==> src/rtl/regfile_write_arbiter.sv <==
// Round-robin arbiter sharing one register-file write port (plus r7 overflow side-write).
// Optional build macro RF_SPLIT_OVER_EN: overflow side-writes become a second r7 beat.
module regfile_write_arbiter #(
    parameter int NUM_REQ = 3,
    parameter int DATA_W  = 8,
    parameter int ADDR_W  = 3
) (
    input  logic                       clk,
    input  logic                       rst_n,
    input  logic [NUM_REQ-1:0]         req_valid_i,
    output logic [NUM_REQ-1:0]         req_ready_o,
    input  logic [NUM_REQ*ADDR_W-1:0]  req_dest_i,
    input  logic [NUM_REQ*DATA_W-1:0]  req_data_i,
    input  logic [NUM_REQ-1:0]         req_over_i,
    input  logic [NUM_REQ*DATA_W-1:0]  req_overdata_i,
    output logic                       writeFlag_o,
    output logic                       overFlag_o,
    output logic [ADDR_W-1:0]          destReg_o,
    output logic [DATA_W-1:0]          data_o,
    output logic [DATA_W-1:0]          over_o,
    output logic [$clog2(NUM_REQ)-1:0] grant_id_o,
    output logic                       busy_o
);
    localparam int GID_W = $clog2(NUM_REQ);
    localparam logic [ADDR_W-1:0] R7 = '1;

`ifdef RF_SPLIT_OVER_EN
    typedef enum logic {IDLE, OVER} state_t;
    logic [DATA_W-1:0] pend_q, pend_d;
`else
    typedef enum logic {IDLE} state_t;
`endif

    state_t             state_q, state_d;
    logic [GID_W-1:0]   ptr_q, ptr_d;
    logic               wr_q, wr_d;
    logic               ovf_q, ovf_d;
    logic [ADDR_W-1:0]  dest_q, dest_d;
    logic [DATA_W-1:0]  data_q, data_d;
    logic [DATA_W-1:0]  over_q, over_d;
    logic [GID_W-1:0]   gid_q, gid_d;

    logic               can_accept;
    logic               found;
    logic [GID_W-1:0]   gsel;
    logic [NUM_REQ-1:0] grant;
    logic               accept;
    logic [ADDR_W-1:0]  sel_dest;
    logic [DATA_W-1:0]  sel_data;
    logic [DATA_W-1:0]  sel_overdata;
    logic               sel_over;

    // Ready is gated by rst_n so nothing is offered while reset is asserted.
`ifdef RF_SPLIT_OVER_EN
    assign can_accept = rst_n && (state_q == IDLE);
    assign busy_o     = (state_q == OVER);
`else
    assign can_accept = rst_n;
    assign busy_o     = 1'b0;
`endif

    always_comb begin
        int idx;
        idx   = 0;
        found = 1'b0;
        gsel  = '0;
        grant = '0;
        for (int k = 0; k < NUM_REQ; k++) begin
            idx = (int'(ptr_q) + k) % NUM_REQ;
            if (!found && req_valid_i[idx]) begin
                found = 1'b1;
                gsel  = GID_W'(idx);
            end
        end
        if (found && can_accept) begin
            grant[gsel] = 1'b1;
        end
    end

    assign req_ready_o  = grant;
    assign accept       = |grant;
    assign sel_dest     = req_dest_i[int'(gsel)*ADDR_W +: ADDR_W];
    assign sel_data     = req_data_i[int'(gsel)*DATA_W +: DATA_W];
    assign sel_overdata = req_overdata_i[int'(gsel)*DATA_W +: DATA_W];
    assign sel_over     = req_over_i[gsel];

    always_comb begin
        state_d = state_q;
        ptr_d   = ptr_q;
        wr_d    = 1'b0;
        ovf_d   = 1'b0;
        dest_d  = dest_q;
        data_d  = data_q;
        over_d  = over_q;
        gid_d   = gid_q;
`ifdef RF_SPLIT_OVER_EN
        pend_d  = pend_q;
        if (state_q == OVER) begin
            wr_d    = 1'b1;
            dest_d  = R7;
            data_d  = pend_q;
            state_d = IDLE;
        end else
`endif
        if (accept) begin
            ptr_d  = (int'(gsel) == NUM_REQ - 1) ? '0 : gsel + 1'b1;
            wr_d   = 1'b1;
            gid_d  = gsel;
            dest_d = sel_dest;
            data_d = sel_data;
            if (sel_over) begin
                // Overflow aimed at r7 itself collapses to one beat; overflow data wins.
                if (sel_dest == R7) begin
                    data_d = sel_overdata;
                end else begin
`ifdef RF_SPLIT_OVER_EN
                    pend_d  = sel_overdata;
                    state_d = OVER;
`else
                    ovf_d   = 1'b1;
                    over_d  = sel_overdata;
`endif
                end
            end
        end
    end

    always_ff @(posedge clk or negedge rst_n) begin
        if (!rst_n) begin
            state_q <= IDLE;
            ptr_q   <= '0;
            wr_q    <= 1'b0;
            ovf_q   <= 1'b0;
            dest_q  <= '0;
            data_q  <= '0;
            over_q  <= '0;
            gid_q   <= '0;
`ifdef RF_SPLIT_OVER_EN
            pend_q  <= '0;
`endif
        end else begin
            state_q <= state_d;
            ptr_q   <= ptr_d;
            wr_q    <= wr_d;
            ovf_q   <= ovf_d;
            dest_q  <= dest_d;
            data_q  <= data_d;
            over_q  <= over_d;
            gid_q   <= gid_d;
`ifdef RF_SPLIT_OVER_EN
            pend_q  <= pend_d;
`endif
        end
    end

    assign writeFlag_o = wr_q;
    assign overFlag_o  = ovf_q;
    assign destReg_o   = dest_q;
    assign data_o      = data_q;
    assign over_o      = over_q;
    assign grant_id_o  = gid_q;

endmodule

==> config.mk <==
export PLATFORM = sky130hd
export DESIGN_NAME = regfile_write_arbiter
export DESIGN_NICKNAME = d
export VERILOG_FILES = /design/src/rtl/regfile_write_arbiter.sv
export SDC_FILE = /design/constraint.sdc
export NUM_CORES = 1
export LEC_CHECK = 0
export CORE_UTILIZATION = 44
export DETAILED_ROUTE_END_ITERATION = 6
export GPL_ROUTABILITY_DRIVEN = 0
export GPL_TIMING_DRIVEN = 0
export PLACE_DENSITY_LB_ADDON = 0.1
export SYNTH_ARGS = -nofsm -noshare
export SYNTH_HDL_FRONTEND = slang
export SYNTH_SLANG_ARGS = --single-unit
==> constraint.sdc <==
create_clock -name clk -period 9.5 [get_ports clk]
set_input_delay 2.85 -clock clk [delete_from_list [all_inputs] [get_ports clk]]
set_output_delay 2.85 -clock clk [all_outputs]
set_load 0.03 [all_outputs]
==> run_1/sizes.png <==
The bar under the picture is 20 um long.
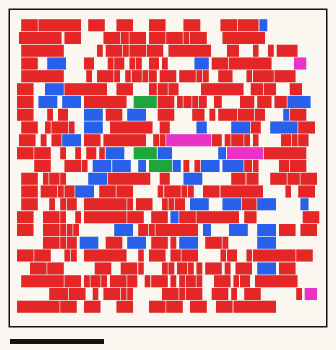
magenta -> _3 and _4 cells  # cells 4, share 1.3%
green -> _6 and larger  # cells 3, share 0.98%
red -> _0 and _1 cells  # cells 258, share 84%
blue -> _2 cells  # cells 41, share 13%
layout overhead on the synthesized area: 53.2%
post-route standard cell area excluding fillers: 0.00286 sq mm

==> run_1/wires.png <==
The bar under the picture is 20 um long.
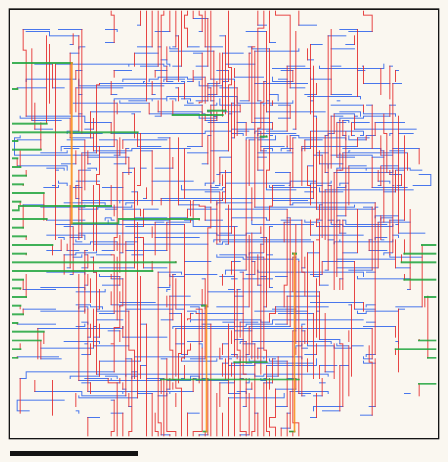
orange -> metal 4  # wire length 72.8 um
green -> metal 3  # wire length 243 um
blue -> metal 1  # wire length 2,270 um
red -> metal 2  # wire length 2,690 um
Routed WL: 5270 um
overall track demand over capacity in global routing: 25.7%
WL per Instance: 14.8 um
Via Count: 1,900

==> run_1/placement.png <==
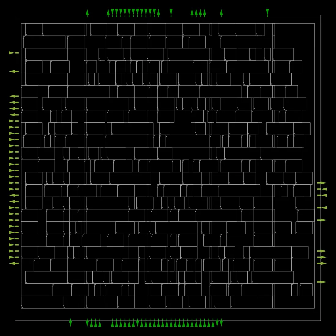
tap cell count: 50
number of filler instances in the final layout: 328
post-route non-filler standard cell count: 356
core area: 0.00403 sq mm

==> run_1/io_placement.png <==
The bar under the picture is 20 um long. Pins as bars across the die edge, other pins in grey.
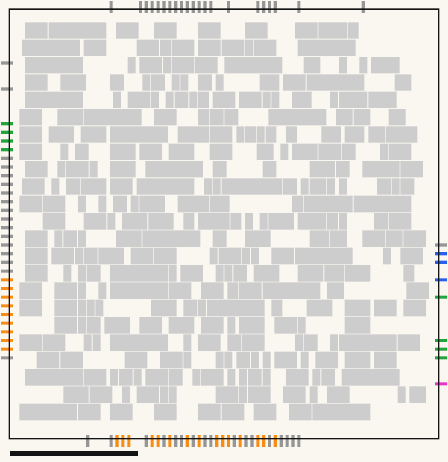
orange -> `req_overdata_i`  # pins 24, direction input, edge 15 south, 9 west
green -> `data_o`  # pins 8, direction output, edge 4 west, 4 east
magenta -> `busy_o`  # pins 1, direction output, edge east
blue -> `req_valid_i`  # pins 3, direction input, edge east
die x size: 67.1 um
Buffers on Ports: 89
die height: 67.1 um

run 1: sequential cells by signal, summed over array words and instances (netlist names):
name	flops
data_o	8
over_o	8
destReg_o	3
grant_id_o	2
ptr_q	2
overFlag_o	1
writeFlag_o	1
run 1: Yosys cell counts (2+ instances only):
cell,count
sky130_fd_sc_hd__nand2_1,43
sky130_fd_sc_hd__mux2_2,27
sky130_fd_sc_hd__nor2_1,26
sky130_fd_sc_hd__dfrtp_1,25
sky130_fd_sc_hd__a31oi_1,21
sky130_fd_sc_hd__buf_2,6
sky130_fd_sc_hd__clkbuf_1,5
sky130_fd_sc_hd__inv_1,5
sky130_fd_sc_hd__ha_1,4
sky130_fd_sc_hd__mux2i_1,4
sky130_fd_sc_hd__nand3_1,3
sky130_fd_sc_hd__nand3b_1,3
sky130_fd_sc_hd__nor2b_1,3
sky130_fd_sc_hd__and3_1,2
sky130_fd_sc_hd__buf_4,2
sky130_fd_sc_hd__nand2b_1,2
sky130_fd_sc_hd__nand4_1,2
sky130_fd_sc_hd__o21a_1,2
sky130_fd_sc_hd__o21bai_1,2
run 1: cells by family after synthesis:
kind of cell	share of synthesized area [%]
AND-OR/OR-AND	18.3
adder cells (fa/ha/maj)	2.68
buffers and inverters	4.62
flip-flops	33.5
multiplexers	19.8
other	0.201
AND/OR/NAND/NOR	20.9
run 1: path summary, 6_finish.rpt:
check / start / end / slack, ns / cells past startpoint
max in group asynchronous: rst_n / writeFlag_o / 6.52 / 1
setup reg to reg: ptr_q[0] / data_o[5] / 6.40 / 12
min in group asynchronous: rst_n / ptr_q[1] / 2.59 / 1
hold reg to reg: over_o[1] / over_o[1] / 0.50 / 1
setup / recovery: req_valid_i[1] / req_ready_o[1] / 1.08 / 7
hold / removal: over_o[1] / over_o[1] / 0.50 / 1
==> run notes, run 1 <==
The full implementation flow was run.

The flow ran to the end, and the final reports show no timing, DRC or antenna violations. Entering global routing, the biggest net connects 28 pins. Power attributed to sequential cells is 0.189 mW. The met2 global-route usage stands at a little under half. Ranking logic cells in the layout by count gives the top entries sky130_fd_sc_hd__clkdlybuf4s50_1 (88), sky130_fd_sc_hd__nand2_1 (43), sky130_fd_sc_hd__mux2_2 (27), sky130_fd_sc_hd__nor2_1 (26), sky130_fd_sc_hd__dfrtp_1 (25).

Leaving out the clock tree, the finished layout contains an inverter count of 6. The met2 routed wirelength stands at roughly 2700 um. The average instance in the mapped netlist occupies 8.76 sq um. The final standard cell utilization of the core stands at a little under three quarters. The headroom to the max-slew limit stands at roughly three fifths. Per the synthesis report, the dominant area consumer among library cells is sky130_fd_sc_hd__dfrtp_1. The count of clock buffers in the final design stands at 4. The sequential-to-total area share from yosys stat stands at ~34%. The register area stands at between 600 and 700 sq um. The detailed-route vias per instance stands at around 5.3.

Grouping stages by cell kind, the critical path spends the most delay in buffers and inverters. The standard cell area after detailed placement stands at about 0.0028 sq mm. The share of flip-flops with an asynchronous set or reset after synthesis stands at 100%. For reference, the clock transition at the flip-flops on the worst setup and hold paths is about 0.09 ns. Timing would allow up to between 100 and 150 MHz. The cell count after synthesis stands at approximately 210.

The clock sink total stands at 25. The number of inserted diodes stands at 0. Final hold analysis gives a worst-case slack of between 0.4 and 0.5 ns. The fraction of power consumed by the clock network stands at approximately 6.5%. The pre-CTS setup slack stands at 0.892 ns.

Per the GRT congestion report, total overflow comes to 0. The fraction of met1 tracks used by global routing stands at about a third. Among all cell classes, the greatest summed area belongs to combinational gates.

After synthesis, the cell types taking the most area are sky130_fd_sc_hd__dfrtp_1 (34%), sky130_fd_sc_hd__mux2_2 (16%), sky130_fd_sc_hd__nand2_1 (8.6%). The final period demand of the worst path stands at approximately 8.4 ns. The tally of max-capacitance violations stands at 0. The largest part of the power goes to combinational logic. In the final layout, the share of cells above drive strength 1 is 15.7%. The number of buffers added to fix hold violations after cts stands at 0. Warnings reported by Yosys during synthesis add up to 0. The power dissipated by switching net loads stands at approximately 0.46 mW. The setup clock skew after layout stands at 0.00331 ns.

The final timing report counts setup violations totalling 0. The fraction of post-synthesis cell area in the top cell type by area stands at 33.5%. The number of nets still failing antenna checks after routing stands at 0.

The number of multi-input combinational cells in the layout stands at 169. The critical path contains buffers and inverters numbering 3 combined. Routed signal wires occupy layers up through met4. The ratio of final minimum period to clock period stands at between 80 and 90%.

The longest clock path from root to sink contains 2 buffers. The DRC violation total after the first TritonRoute iteration stands at 56. The final setup slack of the worst path stands at between 1 and 1.5 ns.

Before placement the cells fill between 40% and 50% of the core. The clock group total power stands at around 0.064 mW. The data-path buffer share of cell area in the final layout stands at between 30% and 40%. The script parses the final routing iteration and logs DRC violations as 0. The non-clock buffer count in the final layout stands at 102. The number of flops mapped to enable cells by yosys stands at 0. The multi-input combinational cell area stands at approximately 0.0012 sq mm. The timing report shows that the slowest cell on the worst path is sky130_fd_sc_hd__clkdlybuf4s50_1. The highest fanout seen on the critical path stands at 10.

The initial antenna violation count was 0. The post-synthesis cell area stands at 0.00187 sq mm. Counting flops and latches in the post-synthesis netlist gives 25. The number of levels the H-tree was split into stands at 1. The CTS report gives the tree buffer count as 3. The area enclosed by the die boundary stands at ~0.0045 sq mm. The number of standard-cell rows in the floorplan stands at 23.

The chip area line in the Yosys stat output reads about 0.0019 sq mm. The pin closest to its max-slew limit shows a slew of between 0.6 and 0.7 ns. The worst setup path is launched from a primary input. TritonCTS built the clock tree.

Synthesis produced a netlist with a net count of about 280. In the final layout, multi-input gates take up around two fifths of the cell area. The post-placement cell count stands at roughly 350. The final max-slew violation count recorded for this run is 0.

Before antenna repair, the detailed router went through 4 iterations. After clock tree synthesis, the repair step resized 0 gates. On the critical path the data arrives at about 5.6 ns. The critical path in this run is classified as in -> out. The required time of the critical path stands at approximately 6.7 ns. STA classifies the critical path endpoint as a primary output.

The clock network area share stands at around 1.6%. Per the cell usage report, the commonest logic cell in the layout is sky130_fd_sc_hd__clkdlybuf4s50_1. In the per-layer summary, the met1 wirelength comes to around 2300 um. Per report_power, the Combinational row totals 0.732 mW. The longest incremental delay of any stage on the critical path is reported as 0.61 ns. Looking at the clock tree report, the root buffer type is sky130_fd_sc_hd__clkbuf_8.
==> run_1/layer_met3.png <==
The bar under the picture is 20 um long.
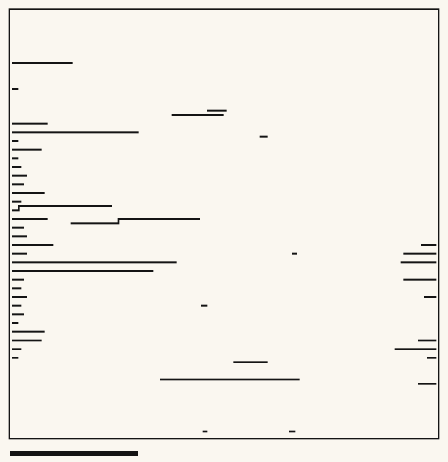

==> run 2: changes to the inputs <==
Settings changed: RECOVER_POWER from default to 50, REMOVE_ABC_BUFFERS from default to 1.
==> run_2/layer_met3.png <==
The bar under the picture is 20 um long.
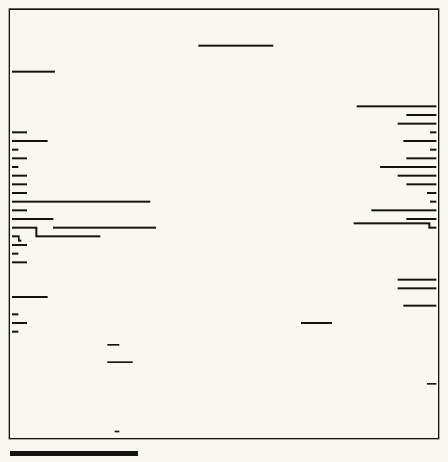
longest straight run = 21.4 um
share of all routed wire = 4.6%
main direction = horizontal
wire length on this layer = 219 um
nets with wire on the layer = 44
met3 GRT Util: 2.70%
Via Count: 1,831

==> run_2/wires.png <==
The bar under the picture is 20 um long.
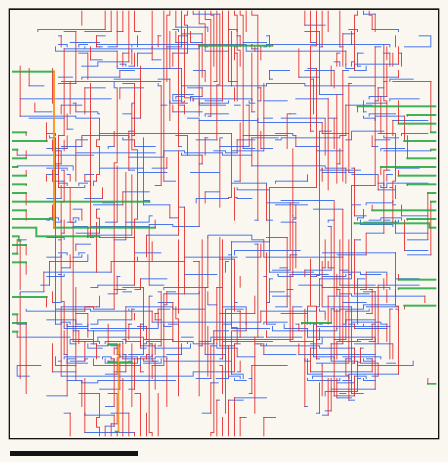
blue -> metal 1  # wire length 2,080 um
orange -> metal 4  # wire length 38.1 um
green -> metal 3  # wire length 219 um
red -> metal 2  # wire length 2,400 um
Routed WL: 4730 um
WL per Instance: 13.7 um
overall track demand over capacity in global routing: 21.6%

==> run 2 against run 1 <==
Effect of this change: sequential share of layout area rose by 0.16 points; non-clock buffer count fell by 11; clock skew fell by 0.0019 ns; hold slack got worse by 0.014 ns; design area fell by 0.74%; final cell count fell by 3.1%; sequential cell count did not move; count of clock-buffer cells in the layout fell by 1; utilization fell by 0.53 points; synthesized cell count did not move; via count fell by 3.6%; sequential power barely moved.
==> run notes, run 2 <==
The full implementation flow was run.

The run finished with clean final reports. Dividing the synthesized area by the synthesized cell count gives just under 9 sq um. The number of input and output port buffers inserted stands at ~90. The post-synthesis register bit count stands at 25. The number of standard-cell rows in the floorplan stands at 23. STA shows the worst reg2reg path with a cell count of 9. The register clock-pin slew on the reported worst setup and hold paths stands at roughly 0.09 ns. No sink is reached through more buffers than the 2 on the longest clock path. Yosys attributes the largest share of cell area to sky130_fd_sc_hd__dfrtp_1 (34%), sky130_fd_sc_hd__mux2_2 (16%), sky130_fd_sc_hd__nand2_1 (8.6%). The script parses the final routing iteration and logs DRC violations as 0.

The timing report gives the worst reg2reg path a setup slack of between 5 and 6 ns. The total of cells resized after clock tree synthesis stands at 0. Yosys instantiated no cell more often than sky130_fd_sc_hd__nand2_1. Looking at the hold checks, the worst path lands on grant_id_o[1]. Once layout is complete, the utilization of the core stands at a little over two thirds. The area taken by multi-input combinational cells is reported as 0.00116 sq mm. Counting pins that exceed their max-slew limit in the final report gives 0. In this run, the number of DRC markers left after iteration 0 of detailed routing was ~64. The fraction of final layout cells sized beyond drive strength 1 stands at between 10 and 15%. Synthesis produced roughly 210 cells. Between the synthesized netlist and the finished layout, the area growth was recorded as 52.1%. Per the hold report, the tightest min-delay path originates at grant_id_o[1]. Along the worst hold path, the cell count comes to 2. The core region is ~0.004 sq mm. The number of nets still failing antenna checks after routing stands at 0. The global route stage reports its total congestion overflow as 0.

STA classifies the critical path endpoint as a primary output. STA classifies the critical path startpoint as a primary input. The fraction of post-synthesis cell area in the top cell type by area stands at about a third. The finished layout holds roughly 350 standard cells, fillers aside. The startpoint identified for the worst register-to-register timing path is ptr_q[1].

On the final layout, the worst clock skew is between 0.001 and 0.0015 ns. In this run the tightest slew margin relative to its limit is 21.5%. In the synthesized netlist the async set-or-reset flop fraction comes to 100%. The post-synthesis cell area stands at roughly 0.0019 sq mm. The count of final setup violators stands at 0. The placed instances occupy a cell area of about 0.0028 sq mm. The initial antenna violation count came to 0. Hold repair after CTS inserted 0 buffers. The register area stands at 626 sq um. Looking at the max-slew report, the worst-margin pin has a slew of ~1.2 ns. Looking at the setup timing report, the critical path kind is in -> out. Ranking logic cells in the layout by count gives the top entries sky130_fd_sc_hd__clkdlybuf4s50_1 (76), sky130_fd_sc_hd__nand2_1 (43), sky130_fd_sc_hd__mux2_2 (27), sky130_fd_sc_hd__nor2_1 (26), sky130_fd_sc_hd__dfrtp_1 (25). Clock tree synthesis inserted a total of 3 buffers. In this run the clock root is driven by a sky130_fd_sc_hd__clkbuf_8. Before placement the cells fill 46.3% of the core. Looking at the clock tree report, the H-tree level count equals 1. The worst hold slack stands at roughly 0.48 ns. The synthesized design spends more area on one cell type than any other, namely sky130_fd_sc_hd__dfrtp_1. The final setup slack of the worst path stands at about 0.84 ns.

The count of warnings emitted by yosys stands at 0. The maximum number of pins on one net before global-route repair stands at between 40 and 50. The tally of max-capacitance violations stands at 0. On the critical path the data arrives at 5.81 ns. The final critical path takes up about nine tenths of the cycle.

The highest fanout seen on the critical path stands at 44. The final design instance area without fill stands at approximately 0.0028 sq mm. The required time of the critical path stands at roughly 6.7 ns.
run 2: cell types whose count changed in the layout (fill, tap and decap cells not counted), moves of 2 or more:
cell                              before  now
sky130_fd_sc_hd__buf_2                 7    0
sky130_fd_sc_hd__clkdlybuf4s50_1      88   76
sky130_fd_sc_hd__clkbuf_1              6    0
sky130_fd_sc_hd__buf_4                 2    0
sky130_fd_sc_hd__dlygate4sd3_1         0   14
run 2: cell families after synthesis:
logic type	count (synthesis)	synth area share (%)
other cells	1	0.201
flops	25	33.5
compound gates	42	18.3
simple gates	89	20.9
mux	33	19.8
fa+ha+maj	4	2.68
buf+inv	19	4.62
run 2: layer usage:
metal	routed length, um	global-route usage [%]	vias up
met4	38	5.32	0
met2	2400	37.9	49
met5	0	0	-
met1	2080	28.0	854
li1	-	-	924
met3	219	2.70	4
run 2: cell type report:
class,instances,area share (%)
multi-input combinational,169,41.0
timing repair buffer,91,32.3
sequential,25,22.0
clock buffer,3,1.45
tap,50,2.20
clock inverter,1,0.264
inverter,6,0.793
run 2: worst max-delay path, cell delays in order:
cell and delay (ns):
sky130_fd_sc_hd__clkdlybuf4s50_1 0.69, sky130_fd_sc_hd__nand2b_1 0.11, sky130_fd_sc_hd__mux2_2 0.31, sky130_fd_sc_hd__a22oi_4 0.78, sky130_fd_sc_hd__nand2b_1 0.39, sky130_fd_sc_hd__inv_1 0.08
sky130_fd_sc_hd__clkdlybuf4s50_1 0.59
run 2: where the power goes:
part,switching [mW],internal [mW],total (mW)
clock network,0.0337,0.0296,0.0633
registers,0.0244,0.162,0.187
logic,0.390,0.316,0.706
total,0.448,0.508,0.956
No activity file was given, so power comes from the tool's default toggle rates.
